run_1/io_placement.png
Scale: 4 px per um. Pins as bars across the die edge, other pins in grey.
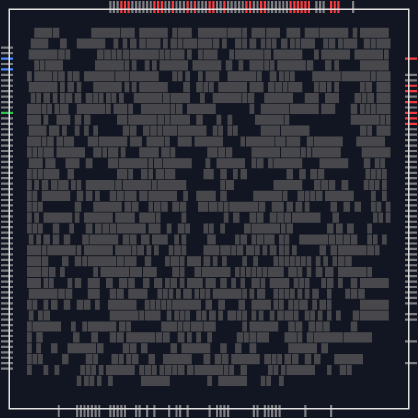
run_1/io_fan.png
Scale: 3 px per um.
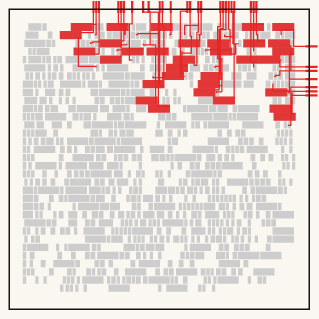
run_1/wires.png
Scale: 3 px per um. Only two layers are drawn.
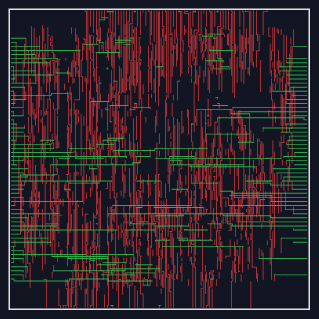
**config.mk**
```make
export PLATFORM = sky130hd
export DESIGN_NAME = msrv32_fetch_unit_flat
export DESIGN_NICKNAME = d
export VERILOG_FILES = /design/src/rtl/msrv32_fetch_unit_if.sv /design/src/rtl/msrv32_fetch_unit.sv /design/src/flat_wrapper.sv
export SDC_FILE = /design/constraint.sdc
export NUM_CORES = 1
export LEC_CHECK = 0
export ABC_AREA = 1
export CAP_MARGIN = 20
export CORE_MARGIN = 4
export CORE_UTILIZATION = 60
export DETAILED_ROUTE_END_ITERATION = 8
export DONT_BUFFER_PORTS = 1
export GPL_ROUTABILITY_DRIVEN = 0
export GPL_TIMING_DRIVEN = 1
export HOLD_SLACK_MARGIN = 0.06
export PLACE_DENSITY = 0.76
export SYNTH_ARGS = -nofsm -noshare
export SYNTH_HDL_FRONTEND = slang
export SYNTH_SLANG_ARGS = --single-unit
```
**constraint.sdc**
```tcl
create_clock -name clk_in -period 2.3 [get_ports clk_in]
set_clock_uncertainty 0.2 [all_clocks]
set_input_delay 0.345 -clock clk_in [delete_from_list [all_inputs] [get_ports clk_in]]
set_output_delay 0.345 -clock clk_in [all_outputs]
set_load 0.01 [all_outputs]
```
**src/rtl/msrv32_fetch_unit_if.sv**
```systemverilog
// Fetch-unit bus bundle: instruction-memory request/response plus the decode-side instruction handshake.
// A transfer happens on a rising clk edge where the producer's valid/req is high together with the consumer's ready.
interface msrv32_fetch_unit_if;
    logic        imem_req_out;
    logic [31:0] imem_addr_out;
    logic        imem_ready_in;
    logic        imem_rvalid_in;
    logic [31:0] imem_rdata_in;
    logic        instr_valid_out;
    logic        instr_ready_in;
    logic [31:0] instr_out;
    logic [31:0] pc_out;

    modport master (
        output imem_req_out, imem_addr_out, instr_valid_out, instr_out, pc_out,
        input  imem_ready_in, imem_rvalid_in, imem_rdata_in, instr_ready_in
    );

    modport slave (
        input  imem_req_out, imem_addr_out, instr_valid_out, instr_out, pc_out,
        output imem_ready_in, imem_rvalid_in, imem_rdata_in, instr_ready_in
    );
endinterface

```
**src/rtl/msrv32_fetch_unit.sv**
```systemverilog
// msrv32 instruction fetch: PC owner, one outstanding imem request, valid/ready hand-off to decode.
// Optional macro MSRV32_FETCH_BYPASS_EN forwards the memory response to decode in the same cycle.
module msrv32_fetch_unit #(
    parameter logic [31:0] RESET_PC = 32'h0000_0000
) (
    input  logic        clk_in,
    input  logic        rst_in,
    input  logic        branch_taken_in,
    input  logic        redirect_valid_in,
    input  logic [31:0] target_in,
    input  logic        trap_taken_in,
    input  logic [31:0] trap_pc_in,
    output logic        misaligned_instr_out,
    output logic [1:0]  state_dbg_out,
    msrv32_fetch_unit_if.master bus_if
);
    localparam logic [1:0]  S_IDLE = 2'd0;
    localparam logic [1:0]  S_REQ  = 2'd1;
    localparam logic [1:0]  S_RSP  = 2'd2;
    localparam logic [1:0]  S_HOLD = 2'd3;
    localparam logic [31:0] NOP    = 32'h0000_0013;

    logic [1:0]  r_state;
    logic [31:0] r_fetch_pc;
    logic [31:0] r_instr;
    logic [31:0] r_pc;
    logic        r_kill;

    logic        w_branch_ok;
    logic        w_redirect;
    logic [31:0] w_new_pc;
    logic [1:0]  w_next_state;
    logic [31:0] w_next_fetch_pc;
    logic        w_next_kill;
    logic        w_capture;

    // Trap wins over a branch; a misaligned branch target never redirects.
    assign w_branch_ok = redirect_valid_in & branch_taken_in & (target_in[1:0] == 2'b00);
    assign w_redirect  = trap_taken_in | w_branch_ok;
    assign w_new_pc    = trap_taken_in ? trap_pc_in : target_in;

    assign misaligned_instr_out = ~rst_in & ~trap_taken_in & redirect_valid_in &
                                  branch_taken_in & (target_in[1:0] != 2'b00);

    assign state_dbg_out        = r_state;
    assign bus_if.imem_req_out  = (r_state == S_REQ);
    assign bus_if.imem_addr_out = r_fetch_pc;

`ifdef MSRV32_FETCH_BYPASS_EN
    logic w_bypass;
    assign w_bypass               = (r_state == S_RSP) & bus_if.imem_rvalid_in & ~r_kill;
    assign bus_if.instr_valid_out = (r_state == S_HOLD) | w_bypass;
    assign bus_if.instr_out       = w_bypass ? bus_if.imem_rdata_in : r_instr;
    assign bus_if.pc_out          = w_bypass ? r_fetch_pc : r_pc;
`else
    assign bus_if.instr_valid_out = (r_state == S_HOLD);
    assign bus_if.instr_out       = r_instr;
    assign bus_if.pc_out          = r_pc;
`endif

    always_comb begin
        w_next_state    = r_state;
        w_next_fetch_pc = w_redirect ? w_new_pc : r_fetch_pc;
        w_next_kill     = r_kill;
        w_capture       = 1'b0;
        case (r_state)
            S_IDLE: w_next_state = S_REQ;
            S_REQ: begin
                // An accepted request whose PC is being replaced must have its response dropped.
                if (bus_if.imem_ready_in) begin
                    w_next_state = S_RSP;
                    w_next_kill  = w_redirect;
                end
            end
            S_RSP: begin
                if (bus_if.imem_rvalid_in) begin
                    if (r_kill | w_redirect) begin
                        w_next_state = S_REQ;
                        w_next_kill  = 1'b0;
                    end else begin
`ifdef MSRV32_FETCH_BYPASS_EN
                        if (bus_if.instr_ready_in) begin
                            w_next_state    = S_REQ;
                            w_next_fetch_pc = r_fetch_pc + 32'd4;
                        end else begin
                            w_next_state = S_HOLD;
                            w_capture    = 1'b1;
                        end
`else
                        w_next_state = S_HOLD;
                        w_capture    = 1'b1;
`endif
                    end
                end else begin
                    w_next_kill = r_kill | w_redirect;
                end
            end
            S_HOLD: begin
                if (w_redirect) begin
                    w_next_state = S_REQ;
                end else if (bus_if.instr_ready_in) begin
                    w_next_state    = S_REQ;
                    w_next_fetch_pc = r_pc + 32'd4;
                end
            end
            default: w_next_state = S_IDLE;
        endcase
    end

    always_ff @(posedge clk_in) begin
        if (rst_in) begin
            r_state    <= S_IDLE;
            r_fetch_pc <= RESET_PC;
            r_kill     <= 1'b0;
            r_instr    <= NOP;
            r_pc       <= RESET_PC;
        end else begin
            r_state    <= w_next_state;
            r_fetch_pc <= w_next_fetch_pc;
            r_kill     <= w_next_kill;
            if (w_capture) begin
                r_instr <= bus_if.imem_rdata_in;
                r_pc    <= r_fetch_pc;
            end
        end
    end
endmodule

```
**src/flat_wrapper.sv**
```systemverilog
// flat-port wrapper written by rule: the top's interface ports become plain ports
module msrv32_fetch_unit_flat 
#(
    parameter logic [31:0] RESET_PC = 32'h0000_0000
)
  (clk_in, rst_in, branch_taken_in, redirect_valid_in, target_in, trap_taken_in, trap_pc_in, misaligned_instr_out, state_dbg_out, bus_if_imem_req_out, bus_if_imem_addr_out, bus_if_instr_valid_out, bus_if_instr_out, bus_if_pc_out, bus_if_imem_ready_in, bus_if_imem_rvalid_in, bus_if_imem_rdata_in, bus_if_instr_ready_in);
  msrv32_fetch_unit_if bus_if_i ();
  input  logic clk_in;
  input  logic rst_in;
  input  logic branch_taken_in;
  input  logic redirect_valid_in;
  input  logic [31:0] target_in;
  input  logic trap_taken_in;
  input  logic [31:0] trap_pc_in;
  output logic misaligned_instr_out;
  output logic [1:0] state_dbg_out;
  output wire logic [$bits(bus_if_i.imem_req_out)-1:0] bus_if_imem_req_out;
  output wire logic [$bits(bus_if_i.imem_addr_out)-1:0] bus_if_imem_addr_out;
  output wire logic [$bits(bus_if_i.instr_valid_out)-1:0] bus_if_instr_valid_out;
  output wire logic [$bits(bus_if_i.instr_out)-1:0] bus_if_instr_out;
  output wire logic [$bits(bus_if_i.pc_out)-1:0] bus_if_pc_out;
  input wire logic [$bits(bus_if_i.imem_ready_in)-1:0] bus_if_imem_ready_in;
  input wire logic [$bits(bus_if_i.imem_rvalid_in)-1:0] bus_if_imem_rvalid_in;
  input wire logic [$bits(bus_if_i.imem_rdata_in)-1:0] bus_if_imem_rdata_in;
  input wire logic [$bits(bus_if_i.instr_ready_in)-1:0] bus_if_instr_ready_in;
  assign bus_if_imem_req_out = bus_if_i.imem_req_out;
  assign bus_if_imem_addr_out = bus_if_i.imem_addr_out;
  assign bus_if_instr_valid_out = bus_if_i.instr_valid_out;
  assign bus_if_instr_out = bus_if_i.instr_out;
  assign bus_if_pc_out = bus_if_i.pc_out;
  assign bus_if_i.imem_ready_in = bus_if_imem_ready_in;
  assign bus_if_i.imem_rvalid_in = bus_if_imem_rvalid_in;
  assign bus_if_i.imem_rdata_in = bus_if_imem_rdata_in;
  assign bus_if_i.instr_ready_in = bus_if_instr_ready_in;
  msrv32_fetch_unit #(.RESET_PC(RESET_PC)) u_core (.clk_in(clk_in), .rst_in(rst_in), .branch_taken_in(branch_taken_in), .redirect_valid_in(redirect_valid_in), .target_in(target_in), .trap_taken_in(trap_taken_in), .trap_pc_in(trap_pc_in), .misaligned_instr_out(misaligned_instr_out), .state_dbg_out(state_dbg_out), .bus_if(bus_if_i));
endmodule
```
==> out/qor.log, run 1 <==
[status] result of the run complete, no violations
[route] routed length on met1 5.97 mm
[power_and_ir_drop] Comb power frac 15.1%
[worst_setup_path] worst reg2reg path endpoint u_core.bus_if.imem_addr_out[7]
[clocking] Sinks on Clock Net 99
[route] count of TritonRoute iterations in the first routing pass 6
[power_and_ir_drop] seq pwr 1.98 mW
[final_timing] post-layout period usage of the worst path 90.2%
[power_and_ir_drop] portion of total power attributed to sequential cells 54.3%
[clocking] post-CTS sizing 0
[run] tool warnings 29
[clocking] clock-pin transition on the worst setup and hold timing paths 0.11 ns
[global_routing] leftover overflow at the end of global routing 0
[final_timing] RSZ-0062 raised after global routing no
[power_and_ir_drop] power in combinational cells 0.551 mW
[synthesis] XOR/XNOR share of the synthesized area 1.39%
[synthesis] post-synthesis cell area 0.00502 mm2
[worst_setup_path] endpoint class of the critical path register
[hold_path] Hold Crit Depth 4
[route] drt drc 0
[clocking] post-cts hold-fix buffer tally 43
[clocking] buffer levels on the longest clock path 2
[worst_setup_path] Critical Path Source u_core.state_dbg_out[0]
[global_routing] met2 routing resource usage after global routing 49.6%
[power_and_ir_drop] switching share of total power 31.8%
[synthesis] area fraction in full adders, half adders and majority gates 1.25%
[synthesis] number of register bits inferred by synthesis 99
[final_timing] timing-limited maximum frequency 482 MHz
[clocking] clock root buffer clkbuf_8
[route] count of nets left with antenna violations after detail routing 0
[synthesis] yosys aoi share 19.4%
[worst_setup_path] cell depth of the worst flop-to-flop path 7
[hold_path] hold path start target_in[12]
[synthesis] number of warning messages in the yosys log 0
[route] mean number of vias per cell 5.84
[global_routing] first-pass GRT wire length 24.4 mm
-- io_placement.png (at the start) --
port	colour	pins	direction	edge
`bus_if_instr_out`	red	32	output	25 top, 7 right
`trap_taken_in`	green	1	input	left
`state_dbg_out`	blue	2	output	left
x dimension of the die: 99.5 um
DIE HEIGHT: 99.5 um
port buffer count: 0

-- io_fan.png (at the start) --
port	colour	bits	direction	edge	end cells	buffers	wire
`bus_if_instr_out`	red	32	output	25 top, 7 right	32	0	690 um

-- wires.png (at the start) --
layer	colour	wire length
metal 2	red	7140 um
metal 3	green	1820 um
vias: 5190
wire length per cell after detailed routing: 17.4 um
DRT Wirelength: 15.5 mm

-- run 1: cell type report --
class | instances | area, um2 | area share, %
Clock buffer | 10 | 138 | 2.42
Clock inverter | 6 | 56.3 | 0.991
Inverter | 45 | 169 | 2.97
Multi-Input combinational cell | 568 | 2660 | 46.8
Sequential cell | 99 | 1980 | 34.9
Tap cell | 105 | 131 | 2.31
Timing Repair Buffer | 55 | 546 | 9.61
-- run 1: cells in the mapped netlist, types with 7 or more instances --
cell type / n / area share (%)
nand2_1: 236 / 18
a21oi_1: 119 / 12
dfxtp_1: 99 / 39
nor2_1: 63 / 4.7
o21ai_0: 61 / 6.1
inv_1: 43 / 3.2
nand3_1: 32 / 3.2
buf_2: 20 / 2.0
clkbuf_1: 17 / 1.3
buf_4: 7 / 1.0
nor2_4: 7 / 1.6
xor2_1: 7 / 1.2
==> run 2: changes to the inputs <==
Settings changed: ABC_CLOCK_PERIOD_IN_PS set to 2300.
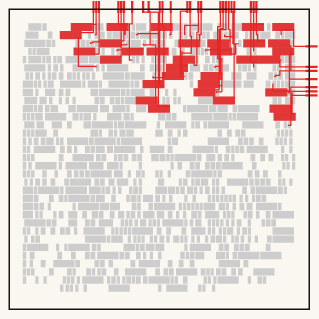
run_2/io_fan.png
Scale: 3 px per um.
port	colour	bits	direction	edge	end cells	buffers	wire
`bus_if_instr_out`	red	32	output	25 top, 7 right	32	0	690 um
I/O Pins: 205

==> run 2 against run 1 <==
Net effect:
- die size is the same
- register-to-register slack is essentially flat
- total power did not move
- critical path type unchanged
- critical endpoint unchanged
- largest cell class unchanged
- largest power group unchanged
==> out/qor.log, run 2 <==
[clocking] Sinks on Clock Net 99 [unchanged]
[route] wire length per cell after detailed routing 17.4 um [unchanged]
[synthesis] XOR/XNOR share of the synthesized area 1.39% [unchanged]
[worst_setup_path] endpoint class of the critical path register
[final_timing] RSZ-0062 raised after global routing no
[placed_design] port buffer count 0 [unchanged]
[finish] count of clock buffers in the final design 10 [unchanged]
[finish] Multi-input comb cells 568 [unchanged]
[worst_setup_path] worst path bufs/invs 1
[finish] Post-layout nets 887
[synthesis] top cells, area dfxtp_1 (39%), nand2_1 (18%), a21oi_1 (12%)
[floorplanning] number of tap cells inserted 105 [unchanged]
[worst_setup_path] cell depth of the worst flop-to-flop path 7 [unchanged]
[route] count of nets left with antenna violations after detail routing 0 [unchanged]
[synthesis] post-synthesis cell area 0.00502 mm2 [unchanged]
[clocking] clock-pin transition on the worst setup and hold timing paths 0.11 ns [about the same]
[final_timing] post-layout period usage of the worst path 90.2% [unchanged]
[synthesis] cell count listed in synth_stat.txt 756
[worst_setup_path] worst reg2reg path endpoint u_core.bus_if.imem_addr_out[7]
[synthesis] yosys aoi share 19.4% [unchanged]
[finish] sequential cell area share 34.9% [unchanged]
[finish] number of buffers other than clock buffers in the final layout 55 [unchanged]
[global_routing] first-pass GRT wire length 24.4 mm [unchanged]
[route] DRT Wirelength 15.5 mm [unchanged]
[synthesis] cell types with the highest counts after synthesis nand2_1 (236), a21oi_1 (119), dfxtp_1 (99), nor2_1 (63), o21ai_0 (61)
[hold_path] Hold Crit Depth 4 [unchanged]
[power_and_ir_drop] power in combinational cells 0.551 mW [about the same]
[route] drt drc 0 [unchanged]
[placed_design] Post-Place Cells 829
[finish] final-layout clock-cell area share 3.41% [unchanged]
[power_and_ir_drop] seq pwr 1.98 mW [about the same]
[worst_setup_path] Critical Path Source u_core.state_dbg_out[0]
[status] result of the run complete, no violations
[power_and_ir_drop] worst supply voltage drop on vdd 0.000418 V
[power_and_ir_drop] power after layout 3.65 mW
[floorplanning] floorplan utilization 61.5%
[route] mean number of vias per cell 5.84 [unchanged]
[power_and_ir_drop] portion of total power attributed to sequential cells 54.3% [about the same]
[synthesis] share of async-settable or async-resettable flops after synthesis 0%
[synthesis] number of warning messages in the yosys log 0 [unchanged]
[finish] number of sequential cells 99 [unchanged]
[global_routing] leftover overflow at the end of global routing 0 [unchanged]
[floorplanning] x dimension of the die 99.5 um [unchanged]
[synthesis] mux contribution to synthesized area 0.199%
[clocking] maximum level of the CTS H-tree 3
[synthesis] top comb family, area simple AND/OR/NAND/NOR gates
[route] count of TritonRoute iterations in the first routing pass 6 [unchanged]
[power_and_ir_drop] Comb power frac 15.1% [about the same]
[final_timing] timing-limited maximum frequency 482 MHz [unchanged]
[power_and_ir_drop] switching share of total power 31.8% [unchanged]
[finish] area of combinational cells with multiple inputs 0.00266 mm2 [unchanged]
[synthesis] number of register bits inferred by synthesis 99 [unchanged]
[synthesis] area fraction in full adders, half adders and majority gates 1.25% [unchanged]
[synthesis] cell type contributing the most total cell area after synthesis dfxtp_1
[finish] Sequential Area 0.00198 mm2 [unchanged]
[floorplanning] Std-Cell Rows 33
[route] vias 5190 [unchanged]
[finish] NonClk Buf Share 9.61% [unchanged]
[clocking] clock root buffer clkbuf_8
[finish] dominant kind of cell by area multi-input combinational cells
[finish] Inverters 45 [unchanged]
[final_timing] post-route worst hold slack 0.0709 ns
[finish] share of the final layout cell area in multi-input gates 46.8% [unchanged]
[floorplanning] DIE HEIGHT 99.5 um [unchanged]
[synthesis] cell with the most instances after synthesis nand2_1
[synthesis] portion of synthesized cell area occupied by the leading cell type 39.4% [unchanged]
[hold_path] hold path start target_in[12]
[clocking] buffer levels on the longest clock path 2 [unchanged]
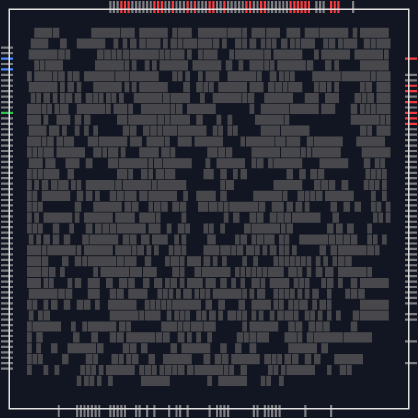
run_2/io_placement.png
Scale: 4 px per um. Pins as bars across the die edge, other pins in grey.
port	colour	pins	direction	edge
`state_dbg_out`	blue	2	output	left
`bus_if_instr_out`	red	32	output	25 top, 7 right
`trap_taken_in`	green	1	input	left
all pins by edge	62 top, 60 left, 48 right, 35 bottom

[run 2: cell counts in the layout (fill, tap and decap cells not counted)]
Identical to the previous run, type by type.
[run 2: timing repair]
action / 4_1_cts / 5_1_grt
endpoints found under the setup margin: 0 / 1
hold buffers: 43 / 0
hold endpoints to repair: 51 / 0
resized: 0 / 1
[run 2: routing by layer]
| metal | wire [um] | vias to the layer above | track usage (%) |
|---|---|---|---|
| met1 | 5970 | 2346 | 37.1 |
| met3 | 1820 | 53 | 9.68 |
| met2 | 7140 | 297 | 49.6 |
| met4 | 568 | 0 | 14.3 |
| li1 | - | 2494 | - |
| met5 | 0 | - | 0 |
==> run 3: changes to the inputs <==
Settings changed: ABC_CLOCK_PERIOD_IN_PS 2300 to 2600, CTS_CLUSTER_SIZE set to 10, MAX_ROUTING_LAYER set to met4.
Clock period 2.3 ns to 2.6 ns, I/O delays scaled along.
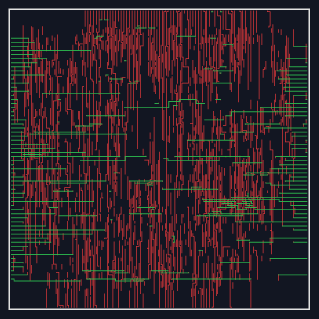
run_3/wires.png
Scale: 3 px per um. Only two layers are drawn.
layer	colour	wire length
metal 2	red	7040 um
metal 3	green	1540 um

==> run 3 against run 2 <==
Net effect:
- largest cell class unchanged
- synthesized cell count unchanged
- total power down 12%
- global-route usage is 0.23 points higher
- highest routed layer unchanged
==> out/qor.log, run 3 <==
[status] result of the run complete, no violations
[placed_design] Post-Place Cells 829 [unchanged]
[global_routing] met2 routing resource usage after global routing 47.3% [-2.3 points]
[floorplanning] number of tap cells inserted 105 [unchanged]
[route] wire length per cell after detailed routing 17.2 um [-1.2%]
[floorplanning] floorplan utilization 61.5% [unchanged]
[finish] Sequential Area 0.00198 mm2 [unchanged]
[floorplanning] I/O Pins 205 [unchanged]
[synthesis] number of warning messages in the yosys log 0 [unchanged]
[finish] count of clock buffers in the final design 10 [unchanged]
[route] total met2 wirelength after detailed routing 7.04 mm [-1.3%]
[finish] share of the final layout cell area in multi-input gates 47.0% [+0.23 points]
[synthesis] cell types with the highest counts after synthesis nand2_1 (236), a21oi_1 (119), dfxtp_1 (99), nor2_1 (63), o21ai_0 (61)
[synthesis] portion of synthesized cell area occupied by the leading cell type 39.4% [unchanged]
[route] vias 5136 [-1.0%]
[floorplanning] DIE HEIGHT 99.5 um [unchanged]
[synthesis] mux contribution to synthesized area 0.199% [unchanged]
[synthesis] top cells, area dfxtp_1 (39%), nand2_1 (18%), a21oi_1 (12%)
[finish] area of combinational cells with multiple inputs 0.00266 mm2 [unchanged]
[route] count of nets left with antenna violations after detail routing 0 [unchanged]
[route] highest routed metal layer met4
[power_and_ir_drop] power after layout 3.22 mW [-12%]
[synthesis] top comb family, area simple AND/OR/NAND/NOR gates
[global_routing] met3 track demand over resource 7.92% [-1.8 points]
[final_timing] post-route worst hold slack 0.0801 ns [+0.00926 ns]
[synthesis] cell count listed in synth_stat.txt 756 [unchanged]
[route] routed length on met1 6.32 mm [+5.9%]
[finish] Inverters 45 [unchanged]
[final_timing] RSZ-0062 raised after global routing no
[finish] NonClk Buf Share 9.14% [-0.46 points]
[finish] number of buffers other than clock buffers in the final layout 52 [-5.5%]
[route] wire length on met3 1.54 mm [-15%]
[finish] final-layout clock-cell area share 3.41% [-0.0055 points]
[clocking] maximum level of the CTS H-tree 3 [unchanged]
[worst_setup_path] endpoint class of the critical path register
[finish] Multi-input comb cells 568 [unchanged]
[finish] dominant kind of cell by area multi-input combinational cells
[floorplanning] x dimension of the die 99.5 um [unchanged]
[route] count of TritonRoute iterations in the first routing pass 8 [+2]
[final_timing] post-layout period usage of the worst path 90.7% [+0.48 points]
[clocking] clock root buffer clkbuf_8
[power_and_ir_drop] switching share of total power 31.8% [about the same]
[power_and_ir_drop] seq pwr 1.75 mW [-12%]
[global_routing] first-pass GRT wire length 23.7 mm [-2.8%]
[synthesis] share of async-settable or async-resettable flops after synthesis 0% [unchanged]
[route] mean number of vias per cell 5.80 [-0.71%]
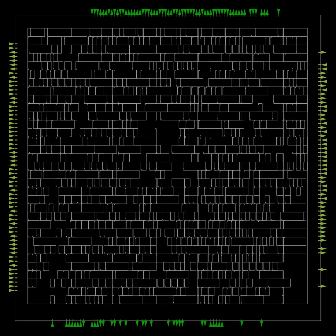
run_3/placement.png
sequential cell area share: 35.1%
Filler Cells Inserted: 693
Core Region: 0.00818 mm2
final standard cell utilization of the core: 69.1%

==> run 3: cell counts after synthesis <==
Identical to the previous run, type by type.
==> run 3: timing repair <==
action                                 in CTS  in global routing
gates resized                               0                  3
endpoints found under the hold margin      48                  0
hold buffers                               40                  0
setup endpoints to repair                   0                  2
==> run 3: worst paths after layout <==
check	from	end	slack, ns	cells past startpoint
worst max-delay path	u_core.state_dbg_out[0]	u_core.bus_if.imem_addr_out[9]	0.24	8
worst min-delay path	target_in[5]	u_core.bus_if.imem_addr_out[5]	0.08	4
worst max register to register	u_core.state_dbg_out[0]	u_core.bus_if.imem_addr_out[9]	0.24	8
worst min register to register	u_core.bus_if.instr_out[10]	u_core.bus_if.instr_out[10]	0.32	2
==> run 3: tightest hold or removal path, delay by kind of cell <==
family        cells  cell delay, ns
simple gates      3            0.19
buf+inv           1            0.05
No activity file was given, so power comes from the tool's default toggle rates.
